Fig. 1: a small window of the routed layout
Region (35, 67) to (85, 117) um. Cells in gray, sequential cells in the stronger gray; small squares are vias.
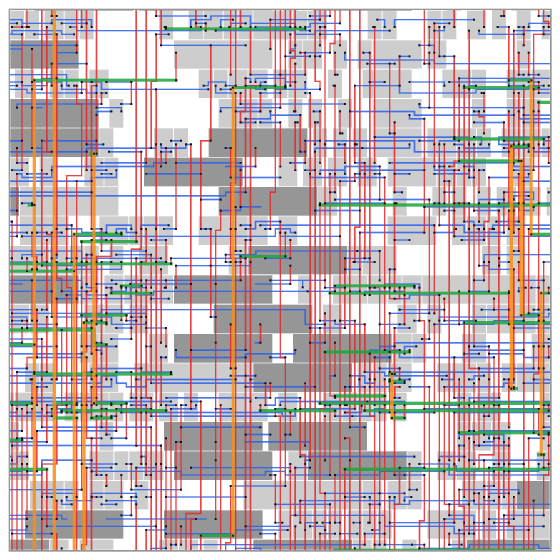
Fig. 2: signal metal coverage by tile
Scale: 3 px per um. 24 x 26 tiles, from dark purple (low) to yellow (high), scaled to the fullest tile. Values are wire area over tile area, all layers added.
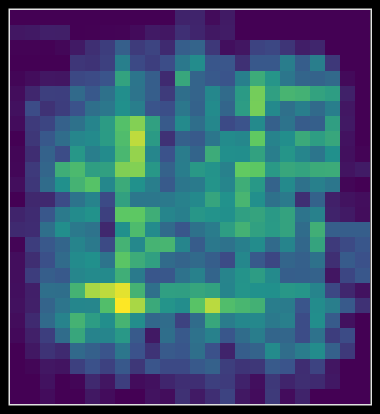
Fig. 3: cell sizes after repair
Scale: 2 px per um.
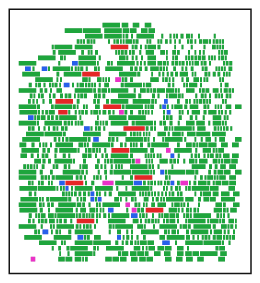
Fig. 4: placed standard cells
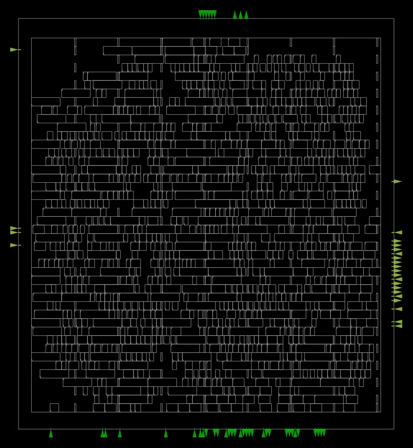
==> config.mk <==
export PLATFORM = sky130hd
export DESIGN_NAME = cpu_mc
export DESIGN_NICKNAME = d
export VERILOG_FILES = /design/src/rtl/cpu_mc_pkg.sv /design/src/rtl/cpu_mc_regfile.sv /design/src/rtl/cpu_mc.sv
export SDC_FILE = /design/constraint.sdc
export NUM_CORES = 1
export LEC_CHECK = 0
export ABC_AREA = 1
export CORE_ASPECT_RATIO = 1.1
export CORE_MARGIN = 4
export CORE_UTILIZATION = 55
export DETAILED_ROUTE_END_ITERATION = 10
export PLACE_DENSITY = 0.76
export REMOVE_ABC_BUFFERS = 1
export SYNTH_ARGS = -nofsm -noshare
export SYNTH_HDL_FRONTEND = slang
export SYNTH_SLANG_ARGS = --single-unit
==> constraint.sdc <==
create_clock -name CLK -period 8.2 [get_ports CLK]
set_input_delay 1.64 -clock CLK [delete_from_list [all_inputs] [get_ports CLK]]
set_output_delay 1.64 -clock CLK [all_outputs]
set_load 0.005 [all_outputs]
==> src/rtl/cpu_mc_pkg.sv <==
// cpu_mc_pkg: opcodes, ALU codes and FSM states shared by the multi-cycle CPU.
package cpu_mc_pkg;
    localparam logic [3:0] OP_SYS  = 4'h0;
    localparam logic [3:0] OP_LB   = 4'h2;
    localparam logic [3:0] OP_SB   = 4'h4;
    localparam logic [3:0] OP_ADDI = 4'h5;
    localparam logic [3:0] OP_ANDI = 4'h6;
    localparam logic [3:0] OP_ORI  = 4'h7;
    localparam logic [3:0] OP_BEQ  = 4'h8;
    localparam logic [3:0] OP_BNE  = 4'h9;
    localparam logic [3:0] OP_JMP  = 4'hA;
    localparam logic [3:0] OP_ALU  = 4'hF;
    localparam logic [2:0] FN_HALT = 3'b001;
    localparam logic [2:0] ALU_ADD = 3'd0;
    localparam logic [2:0] ALU_SUB = 3'd1;
    localparam logic [2:0] ALU_SLT = 3'd2;
    localparam logic [2:0] ALU_XOR = 3'd3;
    localparam logic [2:0] ALU_SRL = 3'd4;
    localparam logic [2:0] ALU_AND = 3'd5;
    localparam logic [2:0] ALU_OR  = 3'd6;
    localparam logic [2:0] ALU_NOT = 3'd7;

    typedef enum logic [2:0] {S_FETCH, S_DECODE, S_EXEC, S_MEM, S_WB, S_HALT} state_t;

    function automatic logic writes_reg(input logic [3:0] op);
        return op inside {OP_ALU, OP_LB, OP_ADDI, OP_ANDI, OP_ORI};
    endfunction
endpackage

==> src/rtl/cpu_mc_regfile.sv <==
// cpu_mc_regfile: 2-read/1-write register file, R0 reads as zero, async clear.
module cpu_mc_regfile
    import cpu_mc_pkg::*;
#(
    parameter int DATA_W = 8,
    parameter int NREG   = 8
) (
    input  logic              clk_i,
    input  logic              rst_ni,
    input  logic [2:0]        ra_i,
    input  logic [2:0]        rb_i,
    input  logic              we_i,
    input  logic [2:0]        wa_i,
    input  logic [DATA_W-1:0] wd_i,
    output logic [DATA_W-1:0] rda_o,
    output logic [DATA_W-1:0] rdb_o
);
    logic [DATA_W-1:0] r_q [NREG];

    always_ff @(posedge clk_i or negedge rst_ni)
        if (!rst_ni)
            for (int i = 0; i < NREG; i++) r_q[i] <= '0;
        else if (we_i && wa_i != 3'd0 && int'(wa_i) < NREG)
            r_q[wa_i] <= wd_i;

    assign rda_o = (ra_i == 3'd0 || int'(ra_i) >= NREG) ? '0 : r_q[ra_i];
    assign rdb_o = (rb_i == 3'd0 || int'(rb_i) >= NREG) ? '0 : r_q[rb_i];
endmodule

==> src/rtl/cpu_mc.sv <==
// cpu_mc: multi-cycle 16-bit-instruction CPU with FETCH/DECODE/EXEC/MEM/WB/HALT
// sequencing and request/ready instruction and data buses.
module cpu_mc
    import cpu_mc_pkg::*;
#(
    parameter int DATA_W = 8,
    parameter int PC_W   = 8,
    parameter int NREG   = 8
) (
    input  logic              CLK,
    input  logic              RESET_L,
    input  logic              EN_L,
    output logic              I_REQ,
    output logic [PC_W-1:0]   I_ADDR,
    input  logic              I_RDY,
    input  logic [15:0]       Iin,
    output logic              D_REQ,
    output logic              D_WE,
    output logic [DATA_W-1:0] D_ADDR,
    output logic [DATA_W-1:0] D_WDATA,
    input  logic              D_RDY,
    input  logic [DATA_W-1:0] D_RDATA,
    output logic [PC_W-1:0]   PC,
    output logic              HALTED
);
    state_t            state_q, state_d;
    logic [PC_W-1:0]   pc_q, pc_d, pc_inc, br_off;
    logic [15:0]       ir_q, ir_d;
    logic [DATA_W-1:0] a_q, a_d, b_q, b_d, res_q, res_d;
    logic [DATA_W-1:0] rda, rdb, imm, alu_b, alu_y;
    logic [3:0]        op;
    logic [2:0]        alu_fn;
    logic              is_halt, is_mem, taken, fire;

    assign op      = ir_q[15:12];
    assign imm     = {{(DATA_W-6){ir_q[5]}}, ir_q[5:0]};
    assign br_off  = {{(PC_W-7){ir_q[5]}}, ir_q[5:0], 1'b0};
    assign pc_inc  = pc_q + PC_W'(2);
    assign is_halt = op == OP_SYS && ir_q[2:0] == FN_HALT;
    assign is_mem  = op == OP_LB || op == OP_SB;
    assign taken   = (op == OP_BEQ && a_q == b_q) || (op == OP_BNE && a_q != b_q);
    assign fire    = I_REQ && I_RDY;
    assign alu_b   = op == OP_ALU ? b_q : imm;
    assign alu_fn  = op == OP_ALU ? ir_q[2:0] : op == OP_ANDI ? ALU_AND : op == OP_ORI ? ALU_OR : ALU_ADD;

    cpu_mc_regfile #(.DATA_W(DATA_W), .NREG(NREG)) u_rf (
        .clk_i (CLK),
        .rst_ni(RESET_L),
        .ra_i  (ir_q[11:9]),
        .rb_i  (ir_q[8:6]),
        .we_i  (state_q == S_WB && writes_reg(op)),
        .wa_i  (op == OP_ALU ? ir_q[5:3] : ir_q[8:6]),
        .wd_i  (res_q),
        .rda_o (rda),
        .rdb_o (rdb)
    );

    always_comb begin
        case (alu_fn)
            ALU_ADD: alu_y = a_q + alu_b;
            ALU_SUB: alu_y = a_q - alu_b;
            ALU_SLT: alu_y = DATA_W'($signed(a_q) < $signed(alu_b));
            ALU_XOR: alu_y = a_q ^ alu_b;
            ALU_SRL: alu_y = a_q >> 1;
            ALU_AND: alu_y = a_q & alu_b;
            ALU_OR:  alu_y = a_q | alu_b;
            default: alu_y = ~a_q;
        endcase
    end

    always_ff @(posedge CLK or negedge RESET_L)
        if (!RESET_L) begin
            state_q <= S_FETCH;
            pc_q    <= '0;
            ir_q    <= '0;
            a_q     <= '0;
            b_q     <= '0;
            res_q   <= '0;
        end else begin
            state_q <= state_d;
            pc_q    <= pc_d;
            ir_q    <= ir_d;
            a_q     <= a_d;
            b_q     <= b_d;
            res_q   <= res_d;
        end

    always_comb begin
        state_d = state_q;
        case (state_q)
            S_FETCH:  state_d = fire ? S_DECODE : S_FETCH;
            S_DECODE: state_d = S_EXEC;
            S_EXEC:   state_d = is_halt ? S_HALT : is_mem ? S_MEM : S_WB;
            S_MEM:    state_d = D_RDY ? S_WB : S_MEM;
            S_WB:     state_d = S_FETCH;
            S_HALT:   state_d = EN_L ? S_HALT : S_FETCH;
            default:  state_d = S_FETCH;
        endcase
    end

    always_comb begin
        ir_d  = (state_q == S_FETCH && fire) ? Iin : ir_q;
        a_d   = state_q == S_DECODE ? rda : a_q;
        b_d   = state_q == S_DECODE ? rdb : b_q;
        res_d = state_q == S_EXEC ? alu_y : (state_q == S_MEM && D_RDY) ? D_RDATA : res_q;
        pc_d  = state_q == S_WB ? (op == OP_JMP ? a_q[PC_W-1:0] : taken ? pc_inc + br_off : pc_inc)
              : (state_q == S_HALT && !EN_L) ? pc_inc : pc_q;
    end

    // RESET_L gates I_REQ so the request stays low while reset holds the FSM in FETCH
    always_comb begin
        I_REQ   = state_q == S_FETCH && !EN_L && RESET_L;
        I_ADDR  = pc_q;
        D_REQ   = state_q == S_MEM;
        D_WE    = state_q == S_MEM && op == OP_SB;
        D_ADDR  = a_q + imm;
        D_WDATA = b_q;
        PC      = pc_q;
        HALTED  = state_q == S_HALT;
    end
endmodule

==> run notes <==
## Worst setup path
* **worst setup path endpoint** I_REQ
* **startpoint of the worst-slack reg-to-reg timing path** ir_q[6]
* **path type of the worst setup path** in2out
* **startpoint kind of the worst setup timing path** input port
* **largest incremental delay on the critical path** 0.53 ns

## Global route
* **number of antenna violations at the first check in global routing** 0
* **first-pass GRT wire length** 35.6 mm

## Status
* **status** completed

## Clock tree
* **number of H-tree levels** 3

## Hold path
* **sink of the worst hold path** u_rf.r_q[17]

## Placement
* **tally of buffers added on design ports** 64

## Drt
* **post-detailed-route via-to-cell ratio** 5.68
* **DRC violation count after routing** 0

## Synthesis
* **area of the mapped netlist** 7610 um^2
* **Seq/Total Area, Yosys** 35.2%
* **Avg Cell Area, Syn** 7.06 um^2

## Power
* **Max rail drop VDD** 165 uV

## Floorplanning
* **boundary pin count** 65

## Layout
* **Diodes inserted** 0
* **net total in the final layout** 1188

## STA
* **Clock Skew** 0.0125 ns
* **minimum period implied by the final worst setup slack** 4.60 ns
* **post-layout period usage** 56.1%
* **RSZ-0062 raised after global routing** no

Back to the opening pictures, Fig. 1:
- orange: metal 4
- green: metal 3
- red: metal 2
- blue: metal 1
- netlist names of flops here include: u_rf.r_q (7), D_WDATA (4), a_q (4)
- most frequent: nand2_1 (52), inv_1 (35), o21ai_0 (29)
- cells with their middle in the window: 236
- sequential cells in the window: 19

Back to the opening pictures, Fig. 2:
- mean over tiles: 0.23
- tiles over half the peak: 18%
- nearly empty tiles: 14%
- emptiest ninth of the die: north-west
- fullest tile: 0.76
All-Layer GR Usage: 28.3%
routed wire length per instance: 17.1 um

Back to the opening pictures, Fig. 3:
- blue: _2 cells (cells 25; share 2.2%)
- magenta: _3 and _4 cells (cells 9; share 0.80%)
- green: _0 and _1 cells (cells 1074; share 96%)
- red: _6 and larger (cells 11; share 0.98%)
count of non-CTS buffers in the layout: 68
area growth from synthesis to layout: 12.4%
Finished Cell Area: 8560 um^2

Back to the opening pictures, Fig. 4:
placement row count: 44
area inside the core boundary: 13400 um^2
flop share of the area: 31.3%
Tapcells: 184

## cells by family (layout without fill, tap and decap cells)
group	after synthesis	after routing	synth area share (%)
AOI/OAI and AO/OA	260	260	19.0
xor gates and xnor gates	24	24	2.76
adders and majority gates	44	44	7.63
buffers and inverters	177	219	10.0
DFF	107	107	35.2
muxes	1	1	0.148
and+or+nand+nor	464	464	25.3
## sequential cells by signal (all words and copies together), names as in the netlist
name	cells
ir_q	16
state_q	3
res_q	8
D_WDATA	8
u_rf.r_q	56
a_q	8
I_ADDR	8
## through the flow
| stage | util, % | area, um^2 | power [mW] | worst slack, ns | instances |
|---|---|---|---|---|---|
| floorplan | - | 7360 | 2.69 | 4.69 | 1036 |
| CTS | 64.0 | 8560 | 4.03 | 3.58 | 1303 |
| finish | 64.0 | 8560 | 4.06 | 3.60 | 1303 |
| global route | 64.0 | 8560 | 4.43 | 3.47 | 1303 |
| global placement | 61.8 | 8260 | 3.55 | 3.58 | 1288 |
| detailed placement | 61.8 | 8260 | 3.58 | 3.58 | 1288 |
## worst max-delay path, delay by kind of cell
family | cells | cell delay [ns]
buffers and inverters | 2 | 1.03
AND/OR/NAND/NOR | 1 | 0.26
## layer usage
| metal | share of wire, % | global-route usage [%] | vias up |
|---|---|---|---|
| met5 | 0 | 0 | - |
| met4 | 1.9 | 8.27 | 0 |
| met3 | 7.2 | 4.00 | 42 |
| met2 | 49 | 48.1 | 314 |
| met1 | 42 | 37.6 | 3437 |
| li1 | - | - | 3606 |
## power by group
group / internal [mW] / leakage, nW / switching (mW) / total, mW
clock: 0.244 / 0.142 / 0.189 / 0.432
combinational: 1.01 / 2.56 / 1.59 / 2.60
sequential: 0.736 / 1.36 / 0.298 / 1.03
Power figures rest on the tool's default switching activity, not on a simulated workload.
